==> config.mk <==
export PLATFORM = sky130hd
export DESIGN_NAME = uart_rx_fifo
export DESIGN_NICKNAME = d
export VERILOG_FILES = /design/src/rtl/uart_rx_fifo.sv
export SDC_FILE = /design/constraint.sdc
export NUM_CORES = 1
export LEC_CHECK = 0
export CAP_MARGIN = 20
export CORE_MARGIN = 2
export CORE_UTILIZATION = 50
export CTS_BUF_LIST = sky130_fd_sc_hd__clkbuf_8 sky130_fd_sc_hd__clkbuf_16
export DETAILED_ROUTE_END_ITERATION = 10
export PLACE_DENSITY = 0.68
export SYNTH_ARGS = -nofsm -noshare
export SYNTH_HDL_FRONTEND = slang
export SYNTH_SLANG_ARGS = --single-unit
export TNS_END_PERCENT = 1
==> constraint.sdc <==
create_clock -name clk -period 3.7 [get_ports clk]
set_input_delay 0.37 -clock clk [delete_from_list [all_inputs] [get_ports clk]]
set_output_delay 0.37 -clock clk [all_outputs]
set_load 0.05 [all_outputs]
==> src/rtl/uart_rx_fifo.sv <==
// 8N1 UART receiver with a mid-bit sampler and a small show-ahead FIFO drained by valid/ready.
// A stop bit sampled low raises one ferr pulse and parks in BREAK until the line returns high.
module uart_rx_fifo #(
  parameter int unsigned CLK_PER_BIT = 1085,
  parameter int unsigned FIFO_DEPTH  = 4
) (
  input  logic       clk,
  input  logic       rst,
  input  logic       rxd,
  output logic [7:0] rdata,
  output logic       rvalid,
  input  logic       rready,
  output logic       ferr,
  output logic       overrun,
  output logic       busy
);

  localparam int unsigned CW = $clog2(CLK_PER_BIT);
  localparam int unsigned AW = $clog2(FIFO_DEPTH);
  localparam logic [CW-1:0] BitEnd  = CW'(CLK_PER_BIT - 1);
  localparam logic [CW-1:0] HalfEnd = CW'(CLK_PER_BIT / 2 - 1);
  localparam logic [AW:0]   Full    = (AW + 1)'(FIFO_DEPTH);

  typedef enum logic [2:0] {StIdle, StStart, StData, StStop, StBreak} state_e;

  state_e        state_q, state_d;
  logic [CW-1:0] cnt_q, cnt_d;
  logic [2:0]    idx_q, idx_d;
  logic [7:0]    shift_q, shift_d;
  logic          rxd_q, rxd_s;
  logic          push_req, ferr_d;

  logic [7:0]    mem [FIFO_DEPTH];
  logic [AW-1:0] rd_ptr_q, wr_ptr_q;
  logic [AW:0]   count_q;
  logic          ferr_q, overrun_q;
  logic          full, pop, do_push, overrun_d;

  always_ff @(posedge clk or posedge rst) begin
    if (rst) begin
      rxd_q <= 1'b1;
      rxd_s <= 1'b1;
    end else begin
      rxd_q <= rxd;
      rxd_s <= rxd_q;
    end
  end

  always_ff @(posedge clk or posedge rst) begin
    if (rst) begin
      state_q <= StIdle;
      cnt_q   <= '0;
      idx_q   <= '0;
      shift_q <= '0;
    end else begin
      state_q <= state_d;
      cnt_q   <= cnt_d;
      idx_q   <= idx_d;
      shift_q <= shift_d;
    end
  end

  always_comb begin
    state_d  = state_q;
    cnt_d    = cnt_q;
    idx_d    = idx_q;
    shift_d  = shift_q;
    push_req = 1'b0;
    ferr_d   = 1'b0;
    unique case (state_q)
      StIdle: begin
        if (!rxd_s) begin
          state_d = StStart;
          cnt_d   = '0;
        end
      end
      StStart: begin
        // A start bit that is high again at its centre is treated as a glitch.
        if (cnt_q == HalfEnd) begin
          cnt_d = '0;
          idx_d = '0;
          state_d = rxd_s ? StIdle : StData;
        end else begin
          cnt_d = cnt_q + 1'b1;
        end
      end
      StData: begin
        if (cnt_q == BitEnd) begin
          shift_d[idx_q] = rxd_s;
          cnt_d = '0;
          idx_d = idx_q + 3'd1;
          if (idx_q == 3'd7) state_d = StStop;
        end else begin
          cnt_d = cnt_q + 1'b1;
        end
      end
      StStop: begin
        if (cnt_q == BitEnd) begin
          if (rxd_s) begin
            push_req = 1'b1;
            state_d  = StIdle;
          end else begin
            ferr_d  = 1'b1;
            state_d = StBreak;
          end
        end else begin
          cnt_d = cnt_q + 1'b1;
        end
      end
      StBreak: begin
        if (rxd_s) state_d = StIdle;
      end
      default: state_d = StIdle;
    endcase
  end

  assign full   = (count_q == Full);
  assign rvalid = (count_q != '0);
  assign pop    = rvalid & rready;
  // A pop in the same cycle frees the slot, so a push into a full FIFO still lands.
  assign do_push   = push_req & (~full | pop);
  assign overrun_d = push_req & full & ~pop;

  always_ff @(posedge clk) begin
    if (do_push) mem[wr_ptr_q] <= shift_q;
  end

  always_ff @(posedge clk or posedge rst) begin
    if (rst) begin
      rd_ptr_q  <= '0;
      wr_ptr_q  <= '0;
      count_q   <= '0;
      ferr_q    <= 1'b0;
      overrun_q <= 1'b0;
    end else begin
      ferr_q    <= ferr_d;
      overrun_q <= overrun_d;
      if (do_push) wr_ptr_q <= wr_ptr_q + 1'b1;
      if (pop) rd_ptr_q <= rd_ptr_q + 1'b1;
      if (do_push && !pop) begin
        count_q <= count_q + 1'b1;
      end else if (!do_push && pop) begin
        count_q <= count_q - 1'b1;
      end
    end
  end

  assign rdata   = rvalid ? mem[rd_ptr_q] : 8'h00;
  assign ferr    = ferr_q;
  assign overrun = overrun_q;
  assign busy    = (state_q != StIdle);

endmodule
==> flow_metrics.py, run 1 <==
# Auto-generated metrics
metrics = {
    "setup_path": {
        "reg2reg_to": "count_q[2]",
        "path_class": "flip-flop to primary output",
        "end_kind": "primary output",
        "cp.depth": 3,
        "cp-startpoint": "rd_ptr_q[0]",
        "path_cells": "mux4_2, and2_1, clkdlybuf4s50_1",
        "r2r_cells": 11,
    },
    "finish": {
        "sh_seq_area_pct": 51.2,
        "nClkBuffers": 9,
        "dominant_cells": "registers",
        "largest_register_ffs": 32,
    },
    "floorplan": {
        "die_y_um": 84.0,
        "io_pins": 16,
        "fp.dieArea_um2": 7050,
    },
    "synth": {
        "syn_area_per_cell_um2": 13.7,
        "synth-xor-area-share_pct": 2.19,
        "mux_share_pct": 9.47,
        "fp_nets": 249,
        "yosys_cells": 234,
        "numSynthFlops": 68,
        "edf_count": 32,
        "synthSimpleGateAreaFrac_pct": 15.3,
        "ff_type": "dfrtp_1",
    },
    "routing": {
        "top_layer_used": "met4",
        "route.met2.wl_mm": 2.81,
        "drc": 0,
    },
    "grt": {
        "grt-busiest-layer": "met2",
    },
    "timing": {
        "timing.setup.tns_ns": 0,
        "rsz0062_at_grt": "no",
        "drv_slew": 0,
        "max-slew-margin-rel_pct": 38.3,
    },
    "clock_network": {
        "numCtsBuffers": 9,
        "clockRootBuffer": "clkbuf_8",
        "cts_tree": "built",
        "clk_path_buf_depth": 2,
    },
    "pwr": {
        "ir_drop_mv": 0.295,
        "powerComb_mw": 0.153,
        "p_total_mw": 1.70,
        "netSwitchingFraction_pct": 24.5,
    },
    "hold_path": {
        "hold_path_class": "flip-flop to flip-flop",
        "hp-start": "rxd_q",
    },
    "place": {
        "dp.cells": 318,
    },
    "status": {
        "status": "finished, final reports clean",
    },
}
Fig. 1: run 1, wire density map
Bar = 20 µm. The die is cut into 17 by 17 equal tiles; dark purple is low, yellow is high, scaled to the fullest tile. Values are wire area over tile area, all layers added.
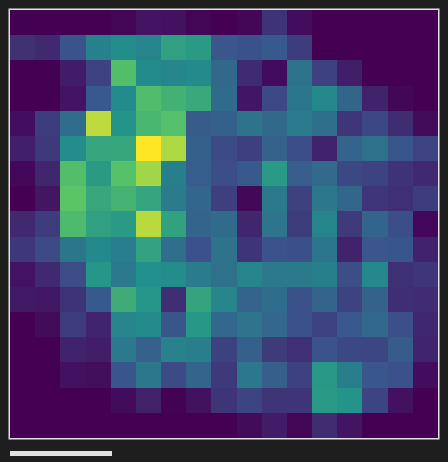
mean over tiles: 0.12
fullest tile: 0.49
nearly empty tiles: 18%
densest ninth of the die: west
tiles over half the peak: 13%
WL final: 5.63 mm
total track usage: 17.6%
via count: 1990
WL/cell: 16.9 µm

Fig. 2: run 1, the metal 3 layer
Bar = 20 µm.
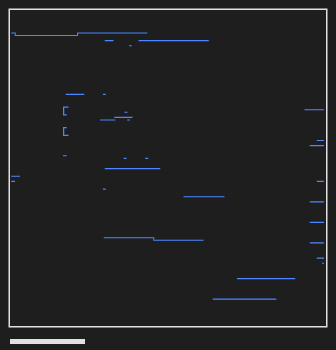
share of all routed wire: 3.4%
wire length on this layer: 191 µm
main direction: horizontal
nets with wire on the layer: 21
GRT met3 Usage: 4.75%

Fig. 3: run 1, met2 routing
Bar = 20 µm.
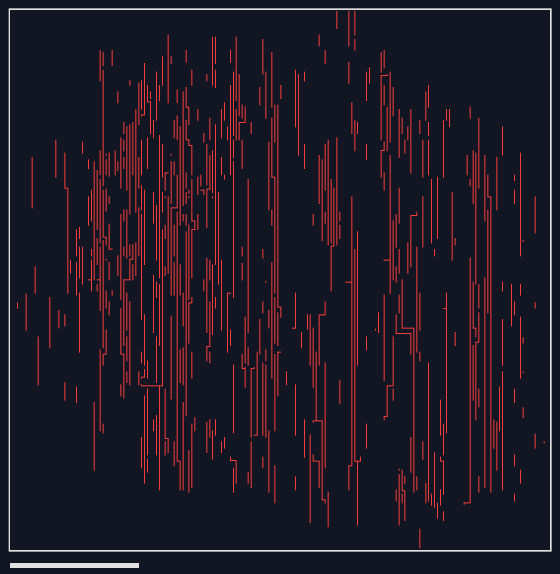
nets with wire on the layer: 226
longest straight run: 45.9 µm
share of all routed wire: 50%
wire length on this layer: 2810 µm
main direction: vertical
met2 Track Usage GR: 28.3%

Fig. 4: run 1, signal wires on met1
Cells faint in the background.
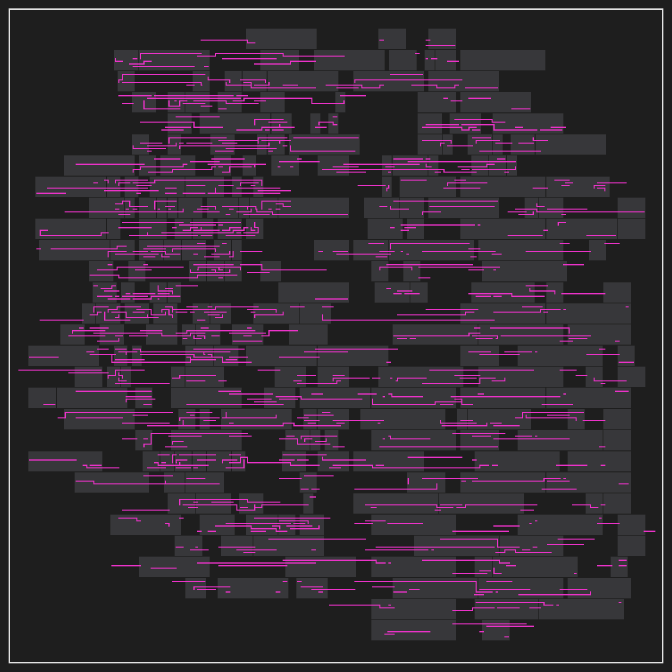

==> run 1 -> run 2 <==
Clock period 3.7 ns to 2.8 ns, I/O delays scaled along.
Fig. 5: run 2, signal wires on met1
Cells faint in the background.
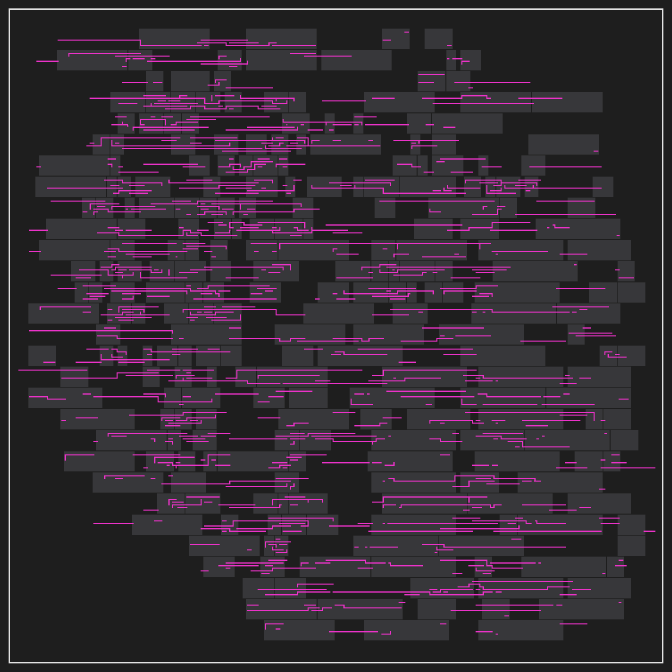
share of all routed wire: 46%
main direction: horizontal
nets with wire on the layer: 246
wire length on this layer: 2580 µm
longest straight run: 27.1 µm
M1 GR Usage: 23.8%
WL final: 5.57 mm
via count: 2013

==> run 2 against run 1 <==
  * Register-to-register slack worse by 0.63 ns
  * Area after synthesis unchanged
  * Worst setup slack worse by 0.60 ns
  * Via count up 1.2%
  * Synthesized cell count unchanged
  * Clock power up 26%
  * Cell area up 0.86%
  * Largest cell class unchanged
  * Largest power group unchanged
==> flow_metrics.py, run 2 <==
# Auto-generated metrics
metrics = {
    "status": {
        "status": "finished, final reports clean",
    },
    "grt": {
        "grt_usage_pct": 18.2,
    },
    "clock_network": {
        "clockRootBuffer": "clkbuf_8",
        "numCtsBuffers": 9,
        "clk_path_buf_depth": 2,
        "cts_tree": "built",
    },
    "floorplan": {
        "die_y_um": 84.0,
        "io_pins": 16,
    },
    "setup_path": {
        "path_cells": "buf_4, mux4_2, and2_1, clkdlybuf4s50_1",
        "path_class": "flip-flop to primary output",
        "reg2reg_to": "count_q[2]",
        "end_kind": "primary output",
    },
    "pwr": {
        "netSwitchingFraction_pct": 26.4,
        "ir_drop_mv": 0.331,
    },
    "routing": {
        "top_layer_used": "met4",
        "wire_per_inst_um": 16.4,
        "drc": 0,
        "route.met2.wl_mm": 2.67,
    },
    "timing": {
        "rsz0062_at_grt": "no",
    },
    "hold_path": {
        "hold_path_class": "input pin to async pin",
    },
    "finish": {
        "dominant_cells": "registers",
        "sh_seq_area_pct": 50.8,
        "largest_register_ffs": 32,
    },
    "synth": {
        "syn_area_per_cell_um2": 13.7,
        "numSynthFlops": 68,
        "ff_type": "dfrtp_1",
        "fp_nets": 249,
    },
}
==> run 2 -> run 3 <==
Settings changed: GPL_ROUTABILITY_DRIVEN set to 0.
Fig. 6: run 3, met2 routing
Bar = 20 µm.
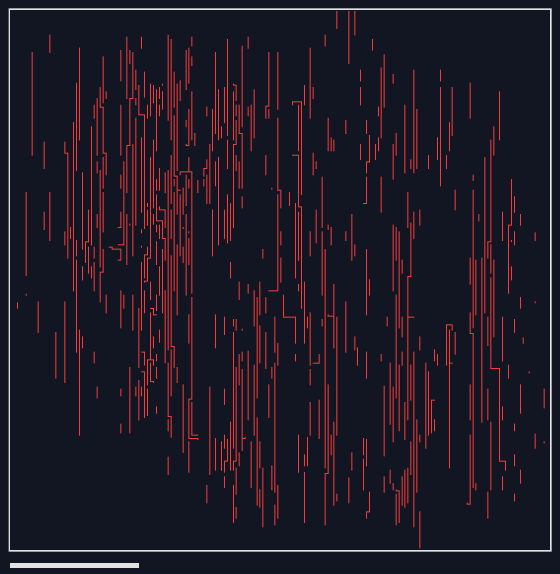
nets with wire on the layer: 232
main direction: vertical
met2 Track Usage GR: 28.4%

==> run 3 against run 2 <==
  * Clock skew did not move
  * Combinational power hardly changed
  * Synthesized cell count unchanged
  * Critical endpoint unchanged
  * Hold slack unchanged
==> flow_metrics.py, run 3 <==
# Auto-generated metrics
metrics = {
    "status": {
        "status": "finished, final reports clean",
    },
    "routing": {
        "wire_per_inst_um": 16.4,
        "via_count": 2013,
        "wl_mm": 5.57,
        "top_layer_used": "met4",
    },
    "timing": {
        "timing.setup.tns_ns": 0,
        "max-slew-margin-rel_pct": 53.5,
    },
    "place": {
        "dp.cells": 324,
    },
    "grt": {
        "grt_use_met1_pct": 23.8,
        "grt-busiest-layer": "met2",
        "met3_usage_pct": 5.54,
        "grt_usage_pct": 18.2,
    },
    "synth": {
        "ff_type": "dfrtp_1",
        "yosys_cells": 234,
        "mux_share_pct": 9.47,
        "synthSimpleGateAreaFrac_pct": 15.3,
        "synth-xor-area-share_pct": 2.19,
        "numSynthFlops": 68,
        "syn_area_per_cell_um2": 13.7,
        "fp_nets": 249,
    },
    "floorplan": {
        "die_y_um": 84.0,
    },
    "clock_network": {
        "clockRootBuffer": "clkbuf_8",
        "cts_tree": "built",
        "clk_path_buf_depth": 2,
        "numCtsBuffers": 9,
    },
    "finish": {
        "dominant_cells": "registers",
        "sh_seq_area_pct": 50.8,
        "nClkBuffers": 9,
    },
    "hold_path": {
        "hold_path_class": "input pin to async pin",
    },
    "pwr": {
        "p_total_mw": 2.21,
        "ir_drop_mv": 0.331,
        "netSwitchingFraction_pct": 26.4,
        "powerComb_mw": 0.251,
    },
    "setup_path": {
        "reg2reg_to": "count_q[2]",
        "cp-startpoint": "rd_ptr_q[0]",
    },
}
Power and IR drop assume default switching activity.
